## src/rtl/ssd_scan_decoder.sv

```systemverilog
// ssd_scan_decoder: receive-side decoder for a multiplexed seven-segment scan.
// Registers {dig,ssd}, waits for SETTLE_CYC consecutive stable edges, then
// decodes the segment pattern of the selected digit into a per-digit hex image.
// Optional watchdog enabled by defining SSD_SCAN_TIMEOUT_EN (adds the stall port).
module ssd_scan_decoder #(
    parameter int N_DIG       = 8,
    parameter int SETTLE_CYC  = 4,
    parameter int TIMEOUT_CYC = 1024
) (
    input  logic               clk,
    input  logic               rst_n,
    input  logic [N_DIG-1:0]   dig,
    input  logic [7:0]         ssd,
    input  logic               clr,
    output logic [4*N_DIG-1:0] code_out,
    output logic [N_DIG-1:0]   dp_out,
    output logic [N_DIG-1:0]   seen,
    output logic [N_DIG-1:0]   bad_seg,
    output logic               frame_done,
    output logic               onehot_err
`ifdef SSD_SCAN_TIMEOUT_EN
    ,
    output logic               stall
`endif
);

    localparam int IDXW = (N_DIG > 1) ? $clog2(N_DIG) : 1;
    localparam int SW   = N_DIG + 8;

    // Segment pattern (a..g, a in the MSB) to {valid, hex code}.
    function automatic logic [4:0] seg_decode(input logic [6:0] pat);
        logic [4:0] res;
        case (pat)
            7'b1111110: res = {1'b1, 4'h0};
            7'b0110000: res = {1'b1, 4'h1};
            7'b1101101: res = {1'b1, 4'h2};
            7'b1111001: res = {1'b1, 4'h3};
            7'b0110011: res = {1'b1, 4'h4};
            7'b1011011: res = {1'b1, 4'h5};
            7'b1011111: res = {1'b1, 4'h6};
            7'b1110000: res = {1'b1, 4'h7};
            7'b1111111: res = {1'b1, 4'h8};
            7'b1111011: res = {1'b1, 4'h9};
            7'b1110111: res = {1'b1, 4'hA};
            7'b0011111: res = {1'b1, 4'hB};
            7'b1001110: res = {1'b1, 4'hC};
            7'b0111101: res = {1'b1, 4'hD};
            7'b1001111: res = {1'b1, 4'hE};
            7'b1000111: res = {1'b1, 4'hF};
            default:    res = {1'b0, 4'h0};
        endcase
        return res;
    endfunction

    logic [SW-1:0]      samp_q;
    logic [3:0]         cnt_q, cnt_d;
    logic [4*N_DIG-1:0] code_q, code_d;
    logic [N_DIG-1:0]   dp_q, dp_d;
    logic [N_DIG-1:0]   seen_q, seen_d;
    logic [N_DIG-1:0]   bad_q, bad_d;
    logic               frame_q, frame_d;
    logic               oherr_q, oherr_d;
    logic [IDXW-1:0]    last_q, last_d;
    logic               lastv_q, lastv_d;

    logic               same_s;
    logic               settle_s;
    logic               any_s;
    logic               multi_s;
    logic [IDXW-1:0]    idx_s;
    logic [4:0]         dec_s;
    logic               cap_s;

`ifdef SSD_SCAN_TIMEOUT_EN
    localparam int WDW = (TIMEOUT_CYC > 1) ? $clog2(TIMEOUT_CYC) : 1;
    logic [WDW-1:0]     wd_q, wd_d;
    logic               stall_q, stall_d;
`endif

    // Stability detection: counter advances while the input matches the last sample.
    always_comb begin
        same_s   = ({dig, ssd} == samp_q);
        settle_s = same_s && (cnt_q == 4'(SETTLE_CYC - 1));
        if (!same_s) begin
            cnt_d = 4'd0;
        end else if (cnt_q == 4'(SETTLE_CYC)) begin
            cnt_d = cnt_q;
        end else begin
            cnt_d = cnt_q + 4'd1;
        end
    end

    // One-hot analysis of the digit select and segment decode.
    always_comb begin
        any_s   = 1'b0;
        multi_s = 1'b0;
        idx_s   = '0;
        for (int i = 0; i < N_DIG; i++) begin
            multi_s = multi_s | (any_s & dig[i]);
            any_s   = any_s | dig[i];
            if (dig[i]) begin
                idx_s = IDXW'(i);
            end else begin
                idx_s = idx_s;
            end
        end
        dec_s = seg_decode(ssd[7:1]);
        cap_s = settle_s && any_s && !multi_s && !clr;
    end

    // Next state of the captured image, frame tracking and sticky error.
    always_comb begin
        code_d  = code_q;
        dp_d    = dp_q;
        seen_d  = seen_q;
        bad_d   = bad_q;
        oherr_d = oherr_q;
        last_d  = last_q;
        lastv_d = lastv_q;
        frame_d = 1'b0;
        if (clr) begin
            code_d  = '0;
            dp_d    = '0;
            seen_d  = '0;
            bad_d   = '0;
            oherr_d = 1'b0;
            lastv_d = 1'b0;
        end else if (settle_s && multi_s) begin
            // Several digits selected at once: flag it, capture nothing.
            oherr_d = 1'b1;
        end else if (cap_s) begin
            dp_d[idx_s]   = ssd[0];
            seen_d[idx_s] = 1'b1;
            if (dec_s[4]) begin
                code_d[4*idx_s +: 4] = dec_s[3:0];
                bad_d[idx_s]         = 1'b0;
            end else begin
                bad_d[idx_s] = 1'b1;
            end
            // Same or lower index than the previous capture means the scan wrapped.
            frame_d = lastv_q && (idx_s <= last_q);
            last_d  = idx_s;
            lastv_d = 1'b1;
        end else begin
            frame_d = 1'b0;
        end
`ifdef SSD_SCAN_TIMEOUT_EN
        if (!clr && !cap_s && (wd_q == WDW'(TIMEOUT_CYC - 1))) begin
            seen_d  = '0;
            lastv_d = 1'b0;
        end else begin
            seen_d = seen_d;
        end
`endif
    end

`ifdef SSD_SCAN_TIMEOUT_EN
    // Watchdog: clocks since the last capture or clear; blank dwells keep counting.
    always_comb begin
        stall_d = 1'b0;
        if (clr || cap_s) begin
            wd_d = '0;
        end else if (wd_q == WDW'(TIMEOUT_CYC - 1)) begin
            wd_d    = '0;
            stall_d = 1'b1;
        end else begin
            wd_d = wd_q + 1'b1;
        end
    end

    // Watchdog registers.
    always_ff @(posedge clk or negedge rst_n) begin
        if (!rst_n) begin
            wd_q    <= '0;
            stall_q <= 1'b0;
        end else begin
            wd_q    <= wd_d;
            stall_q <= stall_d;
        end
    end

    assign stall = stall_q;
`endif

    // State registers for the sample stage and the captured image.
    always_ff @(posedge clk or negedge rst_n) begin
        if (!rst_n) begin
            samp_q  <= '0;
            cnt_q   <= 4'd0;
            code_q  <= '0;
            dp_q    <= '0;
            seen_q  <= '0;
            bad_q   <= '0;
            frame_q <= 1'b0;
            oherr_q <= 1'b0;
            last_q  <= '0;
            lastv_q <= 1'b0;
        end else begin
            samp_q  <= {dig, ssd};
            cnt_q   <= cnt_d;
            code_q  <= code_d;
            dp_q    <= dp_d;
            seen_q  <= seen_d;
            bad_q   <= bad_d;
            frame_q <= frame_d;
            oherr_q <= oherr_d;
            last_q  <= last_d;
            lastv_q <= lastv_d;
        end
    end

    assign code_out   = code_q;
    assign dp_out     = dp_q;
    assign seen       = seen_q;
    assign bad_seg    = bad_q;
    assign frame_done = frame_q;
    assign onehot_err = oherr_q;

endmodule

```

## config.mk

```make
export PLATFORM = sky130hd
export DESIGN_NAME = ssd_scan_decoder
export DESIGN_NICKNAME = d
export VERILOG_FILES = /design/src/rtl/ssd_scan_decoder.sv
export SDC_FILE = /design/constraint.sdc
export NUM_CORES = 1
export LEC_CHECK = 0
export CORE_MARGIN = 2
export CORE_UTILIZATION = 57
export CTS_BUF_LIST = sky130_fd_sc_hd__clkbuf_4 sky130_fd_sc_hd__clkbuf_8 sky130_fd_sc_hd__clkbuf_16
export DETAILED_ROUTE_END_ITERATION = 8
export PLACE_DENSITY = 0.85
export REMOVE_ABC_BUFFERS = 1
export SLEW_MARGIN = 20
export SYNTH_ARGS = -nofsm -noshare
export SYNTH_HDL_FRONTEND = slang
export SYNTH_SLANG_ARGS = --single-unit
```

## constraint.sdc

```tcl
create_clock -name clk -period 4.37 [get_ports clk]
set_input_delay 1.0925 -clock clk [delete_from_list [all_inputs] [get_ports clk]]
set_output_delay 1.0925 -clock clk [all_outputs]
set_load 0.05 [all_outputs]
```

**Run 1: gate families picked out**

(3 px per µm)
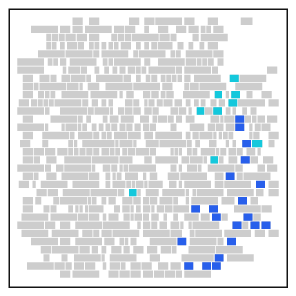
Cyan is AND-OR and OR-AND gates, cells 9. Blue is XOR/XNOR gates, cells 20.

**Run 1: metal 1**

(3 px per µm)
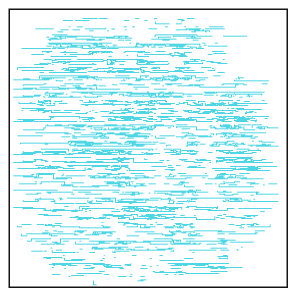
The layer holds 44% of the routed length. The layer carries 4790 µm of wire. The wires run mostly horizontal.

==> results.yml, run 1 <==
# implementation run metrics
outcome:
  status: "finished, final reports clean"
yosys:
  synth.most_common_cell: "dfrtp_1"
  adder_share_pct: 3.33
  netlist_top_cells_count: "dfrtp_1, o21ai_0, nor2b_1"
  xor_area_share_pct: 3.96
  synthArstFlopShare_pct: 100
  avgSynthCellArea_um2: 9.80
  topCellsByArea: "dfrtp_1, o21ai_0, nor2b_1"
  netlist.top_cell.by_area: "dfrtp_1"
  yosys_cells: 452
  edf_count: 0
  yosys-stat-area_mm2: 0.00443
  yosys-dominant-comb-family: "simple AND/OR/NAND/NOR gates"
  synth-seq-cells: 82
  top_area_share_pct: 46.3
  ys_types: 58
  flop_cell: "dfrtp_1"
  syn_inst: 452
  syn_area_mm2: 0.00443
  ys_seq_share_pct: 46.3
floorplan:
  die-area_mm2: 0.00849
  rows: 32
  io_pins: 77
  fp.dieH_um: 92.1
  fp-utilization_pct: 58.2
  core_mm2: 0.00761
  die_w_um: 92.1
finish:
  combGateArea_mm2: 0.00217
  fin_area_mm2: 0.00555
  drive_above_1_share_pct: 10.6
  fillers: 578
  fin_cells: 638
  seq_area_mm2: 0.00205
setup_path:
  cp_data_required_time_ns: 4.63
  reg2reg_from: "samp_q[1]"
  cp-startpoint: "dig[1]"
  cpMaxStageDelayCell: "clkdlybuf4s50_1"
  crit_type: "in -> reg"
  critPathLaunchType: "input pin"
  endpoint: "code_out[13]"
  r2r_slack_ns: 1.93
  path_depth: 12
  crit_chain: "clkdlybuf4s50_1, nor2b_1, o21bai_1, a21oi_1, or2_2, inv_1, ha_1, ha_1, nor2b_1, and3_1, nand4_1, o21ai_0"
  crit_path_end_kind: "flip-flop"
  cp_num_buf_inv: 2
  crit_fanout: 11
  path_delay_family: "simple AND/OR/NAND/NOR gates"
place:
  dp_slack_ns: 0.278
  gp_congestion: 0.840
  hpwl_um: 7650
  placed_area_mm2: 0.00532
  portBuffers: 76
routing:
  post-route-drc-count: 0
  vias_per_cell: 5.75
  met3_length_um: 465
  met1_length_um: 4790
  dr_wl_met2_um: 5450
  ant_nets: 0
  vias: 3670
  drt_iter0_markers: 320
  drt_wl_total_um: 10900
min_path:
  worst_hold_startpoint: "code_out[3]"
  hold_path_depth: 1
timing:
  slew_headroom_pct: 50.9
  hold_viol: 0
  setup_tns_ns: 0
  min_period_ns: 3.82
  setup-violations-final: 0
  fin_skew_ns: 0.0113
  slew_violations: 0
  fmax_mhz: 262
  rsz0062_at_grt: "false"
  finalCritPeriodShare_pct: 87.4
clocking:
  clk_pin_slew_ns: 0.09
  cts_tree: "built"
  cts_hold_buf: 0
  numCtsBuffers: 9
  cts_resized: 0
  cts.htree.levels: 3
  clockBufferDepth: 2
  postCtsSetupRepairBufs: 0
power:
  p_total_mw: 1.53
  power_density_mw_per_mm2: 276
  ir_drop_v: 0.000170
grt:
  antenna_found_initial: 0
  grt_max_degree: 83
  grt_pass1_vias: 3787
  grt_pass1_wl_um: 18600
run:
  openroad.warnings: 30
**Run 1: where the registers sit**

(4 px per µm)
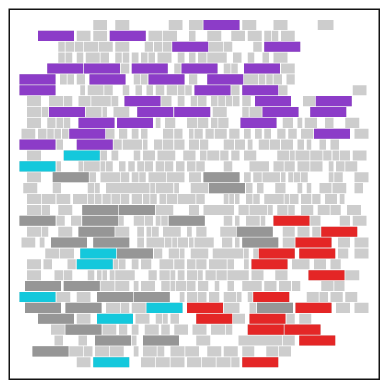
Cyan is seen, placed flops 8. Red is samp_q, placed flops 16, where lower right. Purple is code_out, placed flops 32, where a band across the top.
Another 26 sequential cells are not coloured.

**Run 1: congestion heat map**

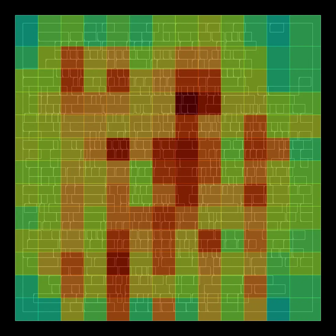
GR Util met1: 36.5%
grt met2 use: 47.1%
grt peak-use layer: met2

run 1: layout make-up:
cell class	instances	area share, %
multi-input cells	325	39.1
clock buffers	9	2.23
clock inverters	7	1.80
inverters	16	1.08
repair buffers	97	16.5
well taps	102	2.30
flip-flops and latches	82	37.0
run 1: power by group:
part / leakage [nW] / switching [mW] / total [mW] / internal [mW]
Combinational: 1.25 / 0.0952 / 0.151 / 0.0560
Sequential: 1.11 / 0.00338 / 0.769 / 0.766
Clock: 0.114 / 0.286 / 0.612 / 0.327
run 1: flip-flops by register name (all words and copies together), names as in the netlist:
| signal | count |
|---|---|
| code_out | 32 |
| samp_q | 16 |
| bad_seg | 8 |
| dp_out | 8 |
| seen | 8 |
| cnt_q | 4 |
| last_q | 3 |
| frame_done | 1 |
| lastv_q | 1 |
| onehot_err | 1 |
==> run 1 -> run 2 <==
--- a/config.mk
+++ b/config.mk
@@ -8,6 +8,7 @@
 export CORE_MARGIN = 2
 export CORE_UTILIZATION = 57
 export CTS_BUF_LIST = sky130_fd_sc_hd__clkbuf_4 sky130_fd_sc_hd__clkbuf_8 sky130_fd_sc_hd__clkbuf_16
+export CTS_CLUSTER_SIZE = 40
 export DETAILED_ROUTE_END_ITERATION = 8
 export PLACE_DENSITY = 0.85
 export REMOVE_ABC_BUFFERS = 1
**Run 2: where the registers sit**

(4 px per µm)
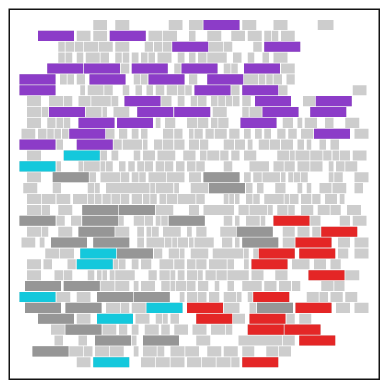
FF+latch area: 0.00205 mm²
Layout Utilization: 72.9%
Seq. pwr: 0.769 mW
Seq/total area: 37.0%

**Run 2: zoomed window**

Window x 57 to 82, y 57 to 82 µm. Cells in grey, sequential cells in the stronger grey; small squares are vias.
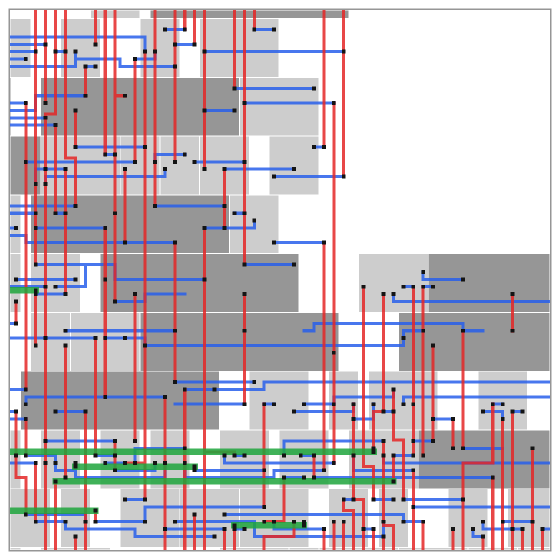
Red is met2. Blue is met1. Green is met3.
41 logic cells have their middle in the window. Netlist names of flops here include code_out (8). Sequential cells in the window: 8. Most frequent: o21ai_0 (8), dfrtp_1 (8), nor2b_1 (7).

==> results.yml, run 2 <==
# implementation run metrics
clocking:
  cts_hold_buf: 0
  clockBufferDepth: 2
  cts.htree.levels: 3
  cts_tree: "built"
run:
  openroad.warnings: 30
routing:
  drt_wl_total_um: 10900
  drt_iter0_markers: 320
  ant_nets: 0
  met1_length_um: 4790
  vias_per_cell: 5.75
yosys:
  synth.most_common_cell: "dfrtp_1"
  yosys-stat-area_mm2: 0.00443
  top_area_share_pct: 46.3
  ys_seq_share_pct: 46.3
timing:
  fin_skew_ns: 0.0113
  fmax_mhz: 262
  hold_viol: 0
  setup-violations-final: 0
outcome:
  status: "finished, final reports clean"
setup_path:
  critPathLaunchType: "input pin"
  cp_data_required_time_ns: 4.63
  cpMaxStageDelayCell: "clkdlybuf4s50_1"
  cp-startpoint: "dig[1]"
  endpoint: "code_out[13]"
  crit_fanout: 11
  path_depth: 12
  crit_chain: "clkdlybuf4s50_1, nor2b_1, o21bai_1, a21oi_1, or2_2, inv_1, ha_1, ha_1, nor2b_1, and3_1, nand4_1, o21ai_0"
power:
  intPower_mw: 1.15
  p_switching_mw: 0.384
  power_density_mw_per_mm2: 276
floorplan:
  io_pins: 77
  die_w_um: 92.1
  fp.dieH_um: 92.1
  die-area_mm2: 0.00849
place:
  gp_congestion: 0.840
  portBuffers: 76
  hpwl_um: 7650
finish:
  fillers: 578
  fin_area_mm2: 0.00555
**Run 2: gate families picked out**

(3 px per µm)
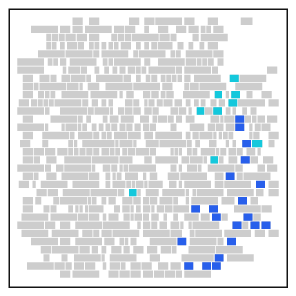
Blue is XOR/XNOR gates, cells 20. Cyan is AND-OR and OR-AND gates, cells 9.

-- run 2: cell counts in the layout (fill, tap and decap cells not counted) --
No cell type changed its count.
-- run 2: layout make-up --
cell class              instances  area [µm²]  share of cell area [%]
multi-input cells             325        2170                    39.1
flip-flops and latches         82        2050                    37.0
inverters                      16        60.1                    1.08
clock inverters                 7         100                    1.80
repair buffers                 97         915                    16.5
well taps                     102         128                    2.30
clock buffers                   9         124                    2.23
-- run 2: power groups by stage --
stage | combinational (mW) | clock, mW | sequential [mW]
4_1_cts | 0.150 | 0.623 | 0.769
6_report | 0.151 | 0.612 | 0.769
5_1_grt | 0.167 | 0.652 | 0.770
2_1_floorplan | 0.0638 | 0 | 0.784
3_5_place_dp | 0.149 | 0 | 0.784
3_3_place_gp | 0.145 | 0 | 0.784
**Run 2: congestion heat map**

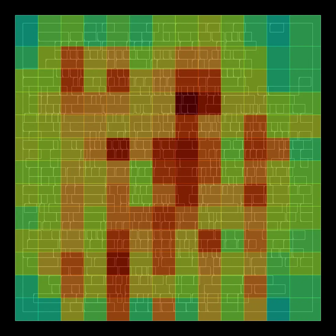

==> run 2 -> run 3 <==
--- a/config.mk
+++ b/config.mk
@@ -10,6 +10,7 @@
 export CTS_BUF_LIST = sky130_fd_sc_hd__clkbuf_4 sky130_fd_sc_hd__clkbuf_8 sky130_fd_sc_hd__clkbuf_16
 export CTS_CLUSTER_SIZE = 40
 export DETAILED_ROUTE_END_ITERATION = 8
+export GPL_TIMING_DRIVEN = 0
 export PLACE_DENSITY = 0.85
 export REMOVE_ABC_BUFFERS = 1
 export SLEW_MARGIN = 20
**Run 3: congestion heat map**

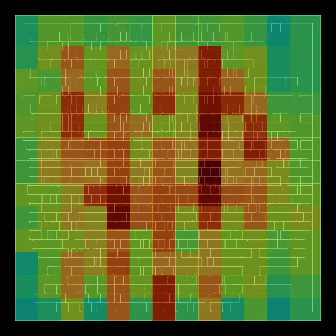
GR Util met1: 34.7%
gr usage total: 25.9%
grt met2 use: 42.0%

**Run 3: gate families picked out**

(3 px per µm)
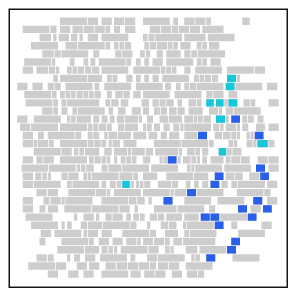
Cyan is AND-OR and OR-AND gates, cells 9. Blue is XOR/XNOR gates, cells 20.

==> results.yml, run 3 <==
# implementation run metrics
place:
  gp_congestion: 0.805
  placed_area_mm2: 0.00520
yosys:
  yosys-stat-area_mm2: 0.00443
  ys_types: 58
  syn_area_mm2: 0.00443
  ys_seq_share_pct: 46.3
  top_area_share_pct: 46.3
  avgSynthCellArea_um2: 9.80
  edf_count: 0
  syn_inst: 452
  flop_cell: "dfrtp_1"
  synthArstFlopShare_pct: 100
power:
  p_total_mw: 1.52
  pwr-share-comb_pct: 9.5
  intPower_mw: 1.16
  power_density_mw_per_mm2: 279
  seq_power_mw: 0.769
floorplan:
  core_mm2: 0.00761
  rows: 32
  die_w_um: 92.1
  io_pins: 77
  die-area_mm2: 0.00849
  fp-utilization_pct: 58.2
run:
  openroad.warnings: 30
routing:
  met1_length_um: 4500
  ant_nets: 0
  vias_per_cell: 5.89
clocking:
  cts_tree: "built"
  clockBufferDepth: 2
  cts_resized: 0
  postCtsSetupRepairBufs: 0
  clk_pin_slew_ns: 0.08
setup_path:
  endpoint: "code_out[17]"
  cp-startpoint: "dig[1]"
  crit_fanout: 11
  cpMaxStageDelayCell: "clkdlybuf4s50_1"
  path_delay_family: "simple AND/OR/NAND/NOR gates"
finish:
  fin_area_mm2: 0.00546
  fin_cells: 623
  fillers: 560
  fin_util_pct: 71.7
timing:
  finalCritPeriodShare_pct: 94.7
  hold_viol: 0
  min_period_ns: 4.14
  slew_violations: 0
  rsz0062_at_grt: "false"
min_path:
  hold_path_depth: 1
  worst_hold_startpoint: "code_out[1]"
outcome:
  status: "finished, final reports clean"
grt:
  grt_pass1_vias: 3662
**Run 3: zoomed window**

Window x 57 to 82, y 57 to 82 µm. Cells in grey, sequential cells in the stronger grey; small squares are vias.
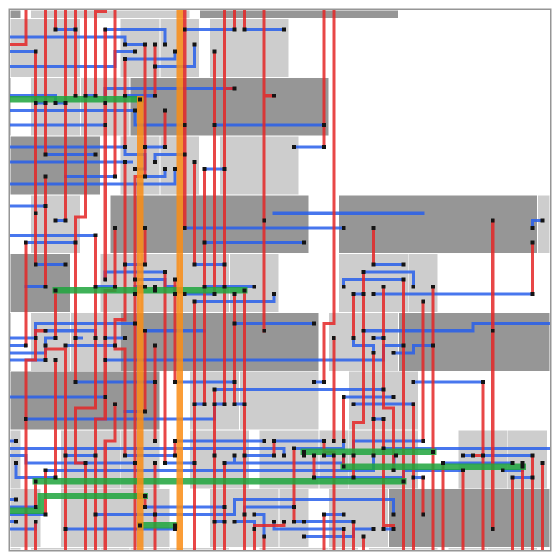

[run 3: cell types whose count changed in the layout (fill, tap and decap cells not counted), sizes merged]
cell / delta
buf: -15
clkbuf: +2
inv: -2
clkinv: -1
clkinvlp: +1
[run 3: metal layers]
layer	up-vias	global-route usage (%)
li1	1711	-
met1	1838	34.7
met2	104	42.0
met3	18	3.62
met4	0	12.2
met5	-	0
[run 3: layout make-up]
| cell class | count | area, µm² | share of cell area (%) |
|---|---|---|---|
| inverter | 16 | 60.1 | 1.10 |
| multi-input combinational | 325 | 2170 | 39.8 |
| timing repair buffer | 82 | 823 | 15.1 |
| sequential | 82 | 2050 | 37.6 |
| clock inverter | 5 | 77.6 | 1.42 |
| tap | 102 | 128 | 2.34 |
| clock buffer | 11 | 145 | 2.66 |
Power figures rest on the tool's default switching activity, not on a simulated workload.
